**src/rtl/shift_chain_pkg.sv**
```systemverilog
// Shared types and helpers for the serial shift-chain controller.
package shift_chain_pkg;

    typedef enum logic [1:0] {
        IDLE,
        SHIFT,
        RESP
    } state_t;

    localparam int MAX_REQ = 32;

    function automatic int clog2_min1(input int n);
        return (n < 2) ? 1 : $clog2(n);
    endfunction

    // Nearest requester after 'last' wins; returns -1 when nothing is requesting.
    function automatic int rr_pick(input logic [MAX_REQ-1:0] req, input int last, input int n);
        int idx;
        rr_pick = -1;
        for (int k = MAX_REQ; k >= 1; k--) begin
            if (k <= n) begin
                idx = (last + k) % n;
                if (req[idx[4:0]]) rr_pick = idx;
            end
        end
    endfunction

endpackage

```
**src/rtl/shift_chain_ctrl_arb.sv**
```systemverilog
// Combinational round-robin arbiter; the pointer register lives in the parent.
module rr_arbiter
    import shift_chain_pkg::*;
#(
    parameter int NREQ = 4,
    parameter int ID_W = 2
) (
    input  logic [NREQ-1:0] req,
    input  logic [ID_W-1:0] last,
    input  logic            en,
    output logic [NREQ-1:0] grant,
    output logic [ID_W-1:0] grant_id
);

    logic [MAX_REQ-1:0] req_ext;
    int                 pick;

    always_comb begin
        req_ext  = MAX_REQ'(req);
        pick     = rr_pick(req_ext, int'(last), NREQ);
        grant    = '0;
        grant_id = '0;
        if (en && pick >= 0) begin
            grant    = NREQ'(1) << pick;
            grant_id = ID_W'(pick);
        end
    end

endmodule

```
**src/rtl/shift_chain_ctrl.sv**
```systemverilog
// Round-robin scheduler sharing one WORD_W-deep serial shift chain between NREQ
// parallel requesters; each word is shifted in LSB-first and the old contents returned.
module shift_chain_ctrl
    import shift_chain_pkg::*;
#(
    parameter int NREQ   = 4,
    parameter int WORD_W = 16
) (
    input  logic                     clk,
    input  logic                     rstn,
    input  logic [NREQ-1:0]          req_valid,
    input  logic [NREQ*WORD_W-1:0]   req_data,
    output logic [NREQ-1:0]          req_ready,
    output logic                     sr_en,
    output logic                     sr_din,
    input  logic                     sr_dout,
    output logic                     rsp_valid,
    input  logic                     rsp_ready,
    output logic [clog2_min1(NREQ)-1:0] rsp_id,
    output logic [WORD_W-1:0]        rsp_data,
    output logic                     busy
);

    localparam int ID_W  = clog2_min1(NREQ);
    localparam int CNT_W = clog2_min1(WORD_W);

    state_t              state, state_n;
    logic [CNT_W-1:0]    cnt, cnt_n;
    logic [WORD_W-1:0]   word, word_n;
    logic [WORD_W-1:0]   rsp_data_n;
    logic [ID_W-1:0]     last, last_n;
    logic [ID_W-1:0]     rsp_id_n;
    logic [ID_W-1:0]     grant_id;
    logic [WORD_W-1:0]   sel_word;
    logic                sr_en_n, sr_din_n;
    logic                xfer;

    rr_arbiter #(
        .NREQ (NREQ),
        .ID_W (ID_W)
    ) u_arb (
        .req      (req_valid),
        .last     (last),
        .en       (state == IDLE),
        .grant    (req_ready),
        .grant_id (grant_id)
    );

    assign xfer      = |req_ready;
    assign sel_word  = req_data[int'(grant_id)*WORD_W +: WORD_W];
    assign rsp_valid = (state == RESP);
    assign busy      = (state != IDLE);

    // sr_en/sr_din are computed one cycle ahead so they leave the block registered.
    always_comb begin
        state_n    = state;
        cnt_n      = cnt;
        word_n     = word;
        rsp_data_n = rsp_data;
        rsp_id_n   = rsp_id;
        last_n     = last;
        sr_en_n    = 1'b0;
        sr_din_n   = 1'b0;
        case (state)
            IDLE: begin
                if (xfer) begin
                    state_n    = SHIFT;
                    word_n     = sel_word;
                    rsp_id_n   = grant_id;
                    last_n     = grant_id;
                    cnt_n      = '0;
                    rsp_data_n = '0;
                    sr_en_n    = 1'b1;
                    sr_din_n   = sel_word[0];
                end
            end
            SHIFT: begin
                rsp_data_n[cnt] = sr_dout;
                if (cnt == CNT_W'(WORD_W-1)) begin
                    state_n = RESP;
                end else begin
                    cnt_n    = cnt + 1'b1;
                    sr_en_n  = 1'b1;
                    sr_din_n = word[cnt + 1'b1];
                end
            end
            RESP: begin
                if (rsp_ready) state_n = IDLE;
            end
            default: state_n = IDLE;
        endcase
    end

    always_ff @(posedge clk) begin
        if (!rstn) begin
            state    <= IDLE;
            cnt      <= '0;
            word     <= '0;
            rsp_data <= '0;
            rsp_id   <= '0;
            last     <= ID_W'(NREQ-1);
            sr_en    <= 1'b0;
            sr_din   <= 1'b0;
        end else begin
            state    <= state_n;
            cnt      <= cnt_n;
            word     <= word_n;
            rsp_data <= rsp_data_n;
            rsp_id   <= rsp_id_n;
            last     <= last_n;
            sr_en    <= sr_en_n;
            sr_din   <= sr_din_n;
        end
    end

    a_en_in_shift: assert property (@(posedge clk) disable iff (!rstn) sr_en |-> state == SHIFT);
    a_ready_onehot: assert property (@(posedge clk) disable iff (!rstn) $onehot0(req_ready));
    a_rsp_stable: assert property (@(posedge clk) disable iff (!rstn)
        (rsp_valid && !rsp_ready) |=> ($stable(rsp_data) && $stable(rsp_id)));

endmodule

```
**config.mk**
```make
export PLATFORM = sky130hd
export DESIGN_NAME = shift_chain_ctrl
export DESIGN_NICKNAME = d
export VERILOG_FILES = /design/src/rtl/shift_chain_pkg.sv /design/src/rtl/shift_chain_ctrl_arb.sv /design/src/rtl/shift_chain_ctrl.sv
export SDC_FILE = /design/constraint.sdc
export NUM_CORES = 1
export LEC_CHECK = 0
export CAP_MARGIN = 20
export CORE_MARGIN = 8
export CORE_UTILIZATION = 45
export CTS_CLUSTER_DIAMETER = 40
export DETAILED_ROUTE_END_ITERATION = 8
export HOLD_SLACK_MARGIN = 0.02
export PLACE_DENSITY = 0.82
export SYNTH_ARGS = -nofsm -noshare
export SYNTH_HDL_FRONTEND = slang
export SYNTH_SLANG_ARGS = --single-unit
```
**constraint.sdc**
```tcl
create_clock -name clk -period 5.36 [get_ports clk]
set_input_delay 1.608 -clock clk [delete_from_list [all_inputs] [get_ports clk]]
set_output_delay 1.608 -clock clk [all_outputs]
set_load 0.005 [all_outputs]
```
==> impl_metrics.tcl, run 1 <==
# place-and-route summary
set metrics [dict create \
    outcome "finished clean" \
    routed-wl-met2_um 3340 \
    fin_tns_setup_ns 0 \
    h-tree-depth 2 \
    cts_tree "done" \
    fin_crit_sh_pct 96.5 \
    dpl.hpwl_um 5470 \
    synth-main-ff-cell "dfxtp_1" \
    holdPathStages 2 \
    most_common_cell "dfxtp_1" \
    gr-total-overflow 0 \
    power_density_nw_per_um2 227 \
    max_freq_mhz 193 \
    clockRootBuffer "clkbuf_8" \
    syn_to_final_growth_pct 43.1 \
    ioPinCount 98 \
    yosys_warnings 0 \
    met1_usage_pct 18.9 \
    die_x_um 91.1 \
    ys_cells 267 \
    top_area_cell "dfxtp_1" \
    drtPass1Iterations 4 \
    worst_slew_pin_slew_ns 0.879 \
    finalSetupViolCount 0 \
    post_cts_buffers 0 \
    worstReg2RegStart "cnt[0]" \
    cp-endpoint "req_ready[2]" \
    top_layer "met4" \
    endpoint_kind "output pin" \
    ys_top_cells_by_count "44 x dfxtp_1, 31 x mux2i_1, 21 x nor2_1" \
    clk_pin_slew_ns 0.07 \
    edf_count 0 \
    power_uw 823 \
    warnings 29 \
    reg2reg_slack_ns 2.91 \
    die_h_um 91.1 \
    clockBufferDepth 2 \
    ys.flops 44 \
    busiest_layer "met2" \
    numClockSinks 44 \
]
run 1: power breakdown:
| group | total, mW | switching, mW | leakage [nW] | internal, mW |
|---|---|---|---|---|
| sequential | 0.369 | 0.0165 | 0.360 | 0.353 |
| clock | 0.214 | 0.109 | 0.0455 | 0.105 |
| combinational | 0.239 | 0.108 | 0.903 | 0.131 |
run 1: area by class of cell:
| class | count | area, µm² |
|---|---|---|
| fillers | 481 | 1840 |
| repair buffers | 102 | 1010 |
| clock buffers | 8 | 90.1 |
| multi-input cells | 198 | 1540 |
| well taps | 72 | 90.1 |
| flip-flops and latches | 44 | 881 |
| inverters | 4 | 15.0 |
run 1: worst min path at each step:
stage            start  endpoint  slack, ns
2_1_floorplan  word[0]   word[0]       0.43
3_3_place_gp   word[1]   word[1]       0.46
3_5_place_dp   word[0]   word[0]       0.46
4_1_cts        word[0]   word[0]       0.47
5_1_grt        word[0]   word[0]       0.52
6_report       word[0]   word[0]       0.47
run 1: flip-flops by register name, indices dropped and copies added (netlist names):
signal and flops:
sr_en 1, sr_din 1, rsp_id 2, last 2, word 16, state 2
rsp_data 16, cnt 4
run 1: cell families (layout without fill, tap and decap cells):
kind of cell               Yosys count  in the layout  share of synthesized area, %
muxes                               36             36                          17.1
DFF                                 44             44                          34.7
xor gates and xnor gates             2              2                         0.691
and+or+nand+nor                     91             91                          20.0
adders and majority gates            4              4                          1.97
buffers and inverters               25            114                          4.79
AOI/OAI and AO/OA                   65             65                          20.6
run 1: critical path: stages:
cell and delay, ns:
clkdlybuf4s50_1 0.56, nor2_2 0.11, nor4_2 0.32, nor2_1 0.16, nor3_1 0.25, clkdlybuf4s50_1 0.56
run_1/layers.png
(4 px per µm)
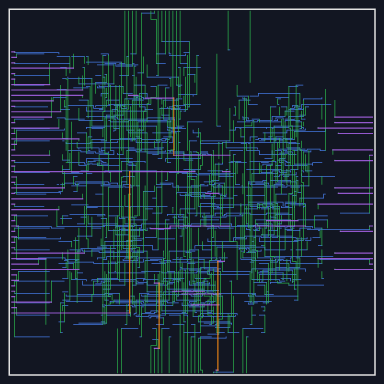
legend:
  blue:
    layer: M1
    wire_length: 2940 µm
  purple:
    layer: M3
    wire_length: 564 µm
  orange:
    layer: M4
    wire_length: 93.2 µm
  green:
    layer: M2
    wire_length: 3340 µm
WL/cell: 16.2 µm
via count: 2398
gr usage total: 16.5%
drt total wl: 6940 µm

run_1/gates.png
(3 px per µm)
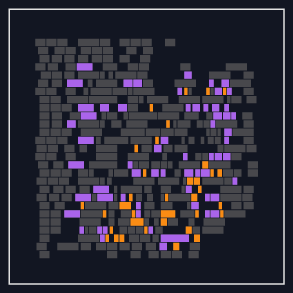
legend:
  purple:
    family: aoi and oai cells
    cells: 62
  orange:
    family: nor cells
    cells: 35
Commonest Layout Cell: clkdlybuf4s50_1
Layout Cells excl Fill: 428
combinational share of cell area: 42.6%

run_1/clock_nets.png
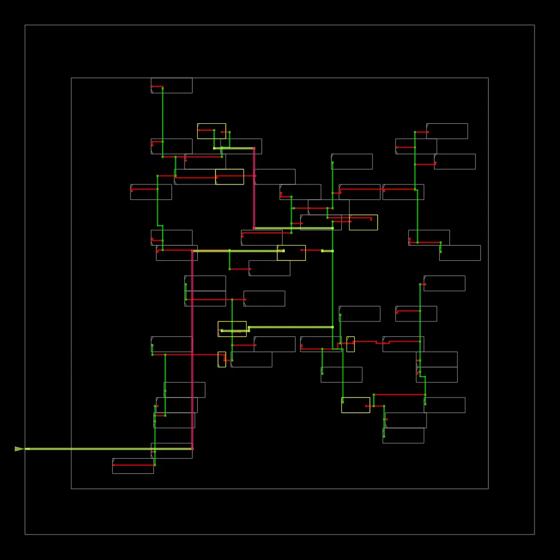
number of buffers created by CTS: 5
final sequential cell count: 44
clk_lat worst skew: 0.30 ns
Power Clock: 214 µW
Final Skew: 0.00627 ns

==> inputs of run 2 (changes only) <==
Settings changed: SLEW_MARGIN set to 20.
==> run 2 against run 1 <==
Compared with the run above:
- die area unchanged
- fmax unchanged
- clock skew unchanged
- count of clock-buffer cells in the layout unchanged
- combinational power about the same
- routed wire length unchanged
==> impl_metrics.tcl, run 2 <==
# place-and-route summary
set metrics [dict create \
    power_density_nw_per_um2 227 \
    critPathMaxStageDelay_ns 0.56 \
    reg2reg_slack_ns 2.91 \
    outcome "finished clean" \
    swShare_pct 28.4 \
    yosys_warnings 0 \
    dpl.hpwl_um 5470 \
    clk_pin_slew_ns 0.07 \
    fin_tns_setup_ns 0 \
    drt-total-wl_um 6940 \
    cts_tree "done" \
    top_area_cell "dfxtp_1" \
    p_clk_share_pct 26.0 \
    edf_count 0 \
    clk_latency_ns 0.30 \
    synth-adder-area-share_pct 1.97 \
    post_cts_buffers 0 \
    fin_skew_ns 0.00627 \
    p_int_uw 589 \
    finalSetupViolCount 0 \
    drtPass1Iterations 4 \
    h-tree-depth 2 \
    endpoint_kind "output pin" \
    worstPathCellList "clkdlybuf4s50_1, nor2_2, nor4_2, nor2_1, nor3_1, clkdlybuf4s50_1" \
    sequentialPower_uw 369 \
    p_seq_share_pct 44.9 \
]
run 2: cell counts after synthesis:
Identical to the previous run, type by type.
run 2: stage by stage:
| stage | setup WS (ns) | total power, mW | hold slack (ns) | std cells | util, % |
|---|---|---|---|---|---|
| global route | 0.0104 | 0.859 | 0.522 | 428 | 66.3 |
| CTS | 0.213 | 0.827 | 0.472 | 428 | 66.3 |
| detailed placement | 0.218 | 0.616 | 0.461 | 420 | 64.7 |
| global placement | 0.304 | 0.611 | 0.457 | 420 | 64.7 |
| floorplan | 1.31 | 0.516 | 0.434 | 267 | - |
| finish | 0.187 | 0.823 | 0.468 | 428 | 66.3 |
run 2: cell families after synthesis:
family | count (synthesis)
adders and majority gates | 4
buffers and inverters | 25
DFF | 44
xor gates and xnor gates | 2
AOI/OAI and AO/OA | 65
muxes | 36
and+or+nand+nor | 91
run 2: final cells by class:
type                    count  area (µm²)
fillers                   481        1840
multi-input cells         198        1540
flip-flops and latches     44         881
inverters                   4        15.0
repair buffers            102        1010
clock buffers               8        90.1
well taps                  72        90.1
run 2: how the worst max path moves through the flow:
| stage | end | startpoint |
|---|---|---|
| final | req_ready[2] | req_valid[0] |
| after global routing | req_ready[2] | req_valid[0] |
| after detailed placement | req_ready[2] | req_valid[1] |
| after global placement | req_ready[0] | req_valid[1] |
| after CTS | req_ready[2] | req_valid[0] |
| after floorplan | req_ready[2] | req_valid[0] |
run 2: critical path, delay by kind of cell:
family                 cells  cell delay, ns
and+or+nand+nor            4            0.84
buffers and inverters      2            1.12
run 2: per-layer routing:
layer	vias up	wire length, µm	GRT usage [%]	part of all wire (%)
met3	8	563	5.93	8.1
li1	1189	-	-	-
met4	0	93	7.09	1.3
met2	89	3340	27.1	48
met5	-	0	0	0
met1	1112	2940	18.9	42
run_2/gates.png
(3 px per µm)
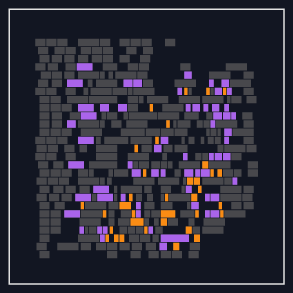
legend:
  orange:
    family: nor cells
    cells: 35
  purple:
    family: aoi and oai cells
    cells: 62

run_2/layers.png
(4 px per µm)
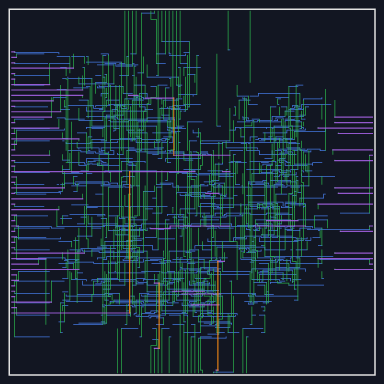
legend:
  green:
    layer: M2
    wire_length: 3340 µm
  blue:
    layer: M1
    wire_length: 2940 µm
  orange:
    layer: M4
    wire_length: 93.2 µm
  purple:
    layer: M3
    wire_length: 564 µm

==> inputs of run 3 (changes only) <==
Settings changed: PLACE_DENSITY 0.82 to not set, PLACE_DENSITY_LB_ADDON set to 0.12.
==> run 3 against run 2 <==
Compared with the run above:
- die area unchanged
- sequential power hardly changed
- clock skew up 0.00078 ns
- global-route usage shrank 0.31 points
- sequential share of layout area rose by 0.050 points
- final cell count decreased by 0.23%
- register-to-register slack better by 0.04 ns
- total power fell by 0.85%
- worst hold slack better by 0.0030 ns
- area after synthesis is the same
- design area down 0.21%
- critical endpoint unchanged
==> impl_metrics.tcl, run 3 <==
# place-and-route summary
set metrics [dict create \
    outcome "finished clean" \
    edf_count 0 \
    dp.cells 419 \
    holdPathStages 2 \
    num_vias 2407 \
    reg2reg_slack_ns 2.95 \
    worstHoldStart "word[0]" \
    most_common_cell "dfxtp_1" \
    dpl.hpwl_um 5230 \
    worst_slew_pin_slew_ns 0.901 \
    h-tree-depth 2 \
    clockBufferDepth 2 \
    power_density_nw_per_um2 225 \
    fin_tns_setup_ns 0 \
    max_freq_mhz 196 \
    die_x_um 91.1 \
    min_to "word[0]" \
    syn_to_final_growth_pct 42.8 \
    warnings 29 \
    critical_path_buf_inv_count 2 \
    drtPass1Iterations 4 \
    largest_registers "rsp_data (16), word (16), cnt (4)" \
    endpoint_kind "output pin" \
    ys.flops 44 \
    grt_use_total_pct 16.2 \
    finalSetupViolCount 0 \
    top_area_cell "dfxtp_1" \
    finalNonFillerCells 427 \
    ioPinCount 98 \
    fin_crit_sh_pct 95.4 \
    slowest_stage "clkdlybuf4s50_1" \
    worstPathCellList "clkdlybuf4s50_1, nor2_2, nor4_2, nor2_1, nor3_1, clkdlybuf4s50_1" \
    cts_tree "done" \
    hold-worst-slack_ns 0.471 \
    crit_family "buffers and inverters" \
    clk_pin_slew_ns 0.07 \
    drt-total-wl_um 6780 \
    critPathMaxStageDelay_ns 0.56 \
    ys_cells 267 \
]
-- run 3: cell counts after synthesis --
Identical to the previous run, type by type.
-- run 3: per-stage QoR --
stage	area (µm²)	power, mW	setup slack, ns
after floorplan	2530	0.516	1.31
after global placement	3530	0.610	0.286
after detailed placement	3530	0.613	0.252
after CTS	3620	0.823	0.229
after global routing	3620	0.860	0.141
final	3620	0.816	0.248
-- run 3: how the worst max path moves through the flow --
stage / depth (start not counted) / slack [ns] / end
6_report: 6 / 0.25 / req_ready[2]
4_1_cts: 6 / 0.23 / req_ready[2]
2_1_floorplan: 5 / 1.31 / req_ready[2]
3_5_place_dp: 6 / 0.25 / req_ready[1]
3_3_place_gp: 6 / 0.29 / req_ready[2]
5_1_grt: 6 / 0.14 / req_ready[2]
-- run 3: metal layers --
metal / up-vias / wire length (µm) / global-route usage [%]
met2: 90 / 3290 / 28.1
met5: - / 0 / 0
met3: 4 / 529 / 5.84
met4: 0 / 62 / 3.96
li1: 1184 / - / -
met1: 1129 / 2890 / 18.3
-- run 3: cell families (layout without fill, tap and decap cells) --
logic type	Yosys count	after routing	synth area share, %
AND/OR/NAND/NOR	91	91	20.0
AND-OR/OR-AND	65	65	20.6
flip-flops	44	44	34.7
multiplexers	36	36	17.1
buffers and inverters	25	113	4.79
adder cells (fa/ha/maj)	4	4	1.97
XOR/XNOR	2	2	0.691
-- run 3: cell type report --
class,instances,area [µm²]
flip-flops and latches,44,881
clock buffers,8,90.1
repair buffers,101,1000
inverters,4,15.0
multi-input cells,198,1540
fillers,483,1850
well taps,72,90.1
-- run 3: power breakdown --
group          internal [mW]  switching [mW]  leakage, nW
registers              0.353          0.0167        0.360
clock network          0.105           0.106       0.0455
logic                  0.130           0.105        0.898
run_3/clock_wires.png
(3 px per µm)
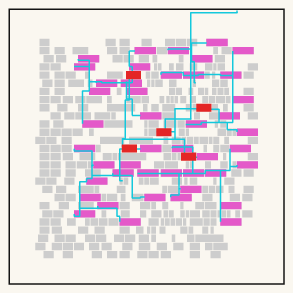
legend:
  cyan:
    item: clock wires
    length: 514 µm
  magenta:
    item: flip-flops
    count: 44
  red:
    item: clock-net drivers
    count: 5
routed clock nets: 6
clock power share: 25.8%
Power Clock: 211 µW
clk_lat worst skew: 0.29 ns
Final Skew: 0.00705 ns

run_3/clock_nets.png
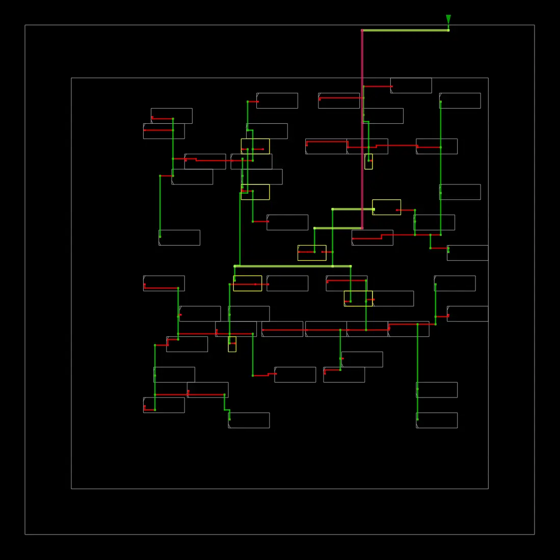
CLK BUF: 8
total clock sinks: 44

Power and IR drop assume default switching activity.
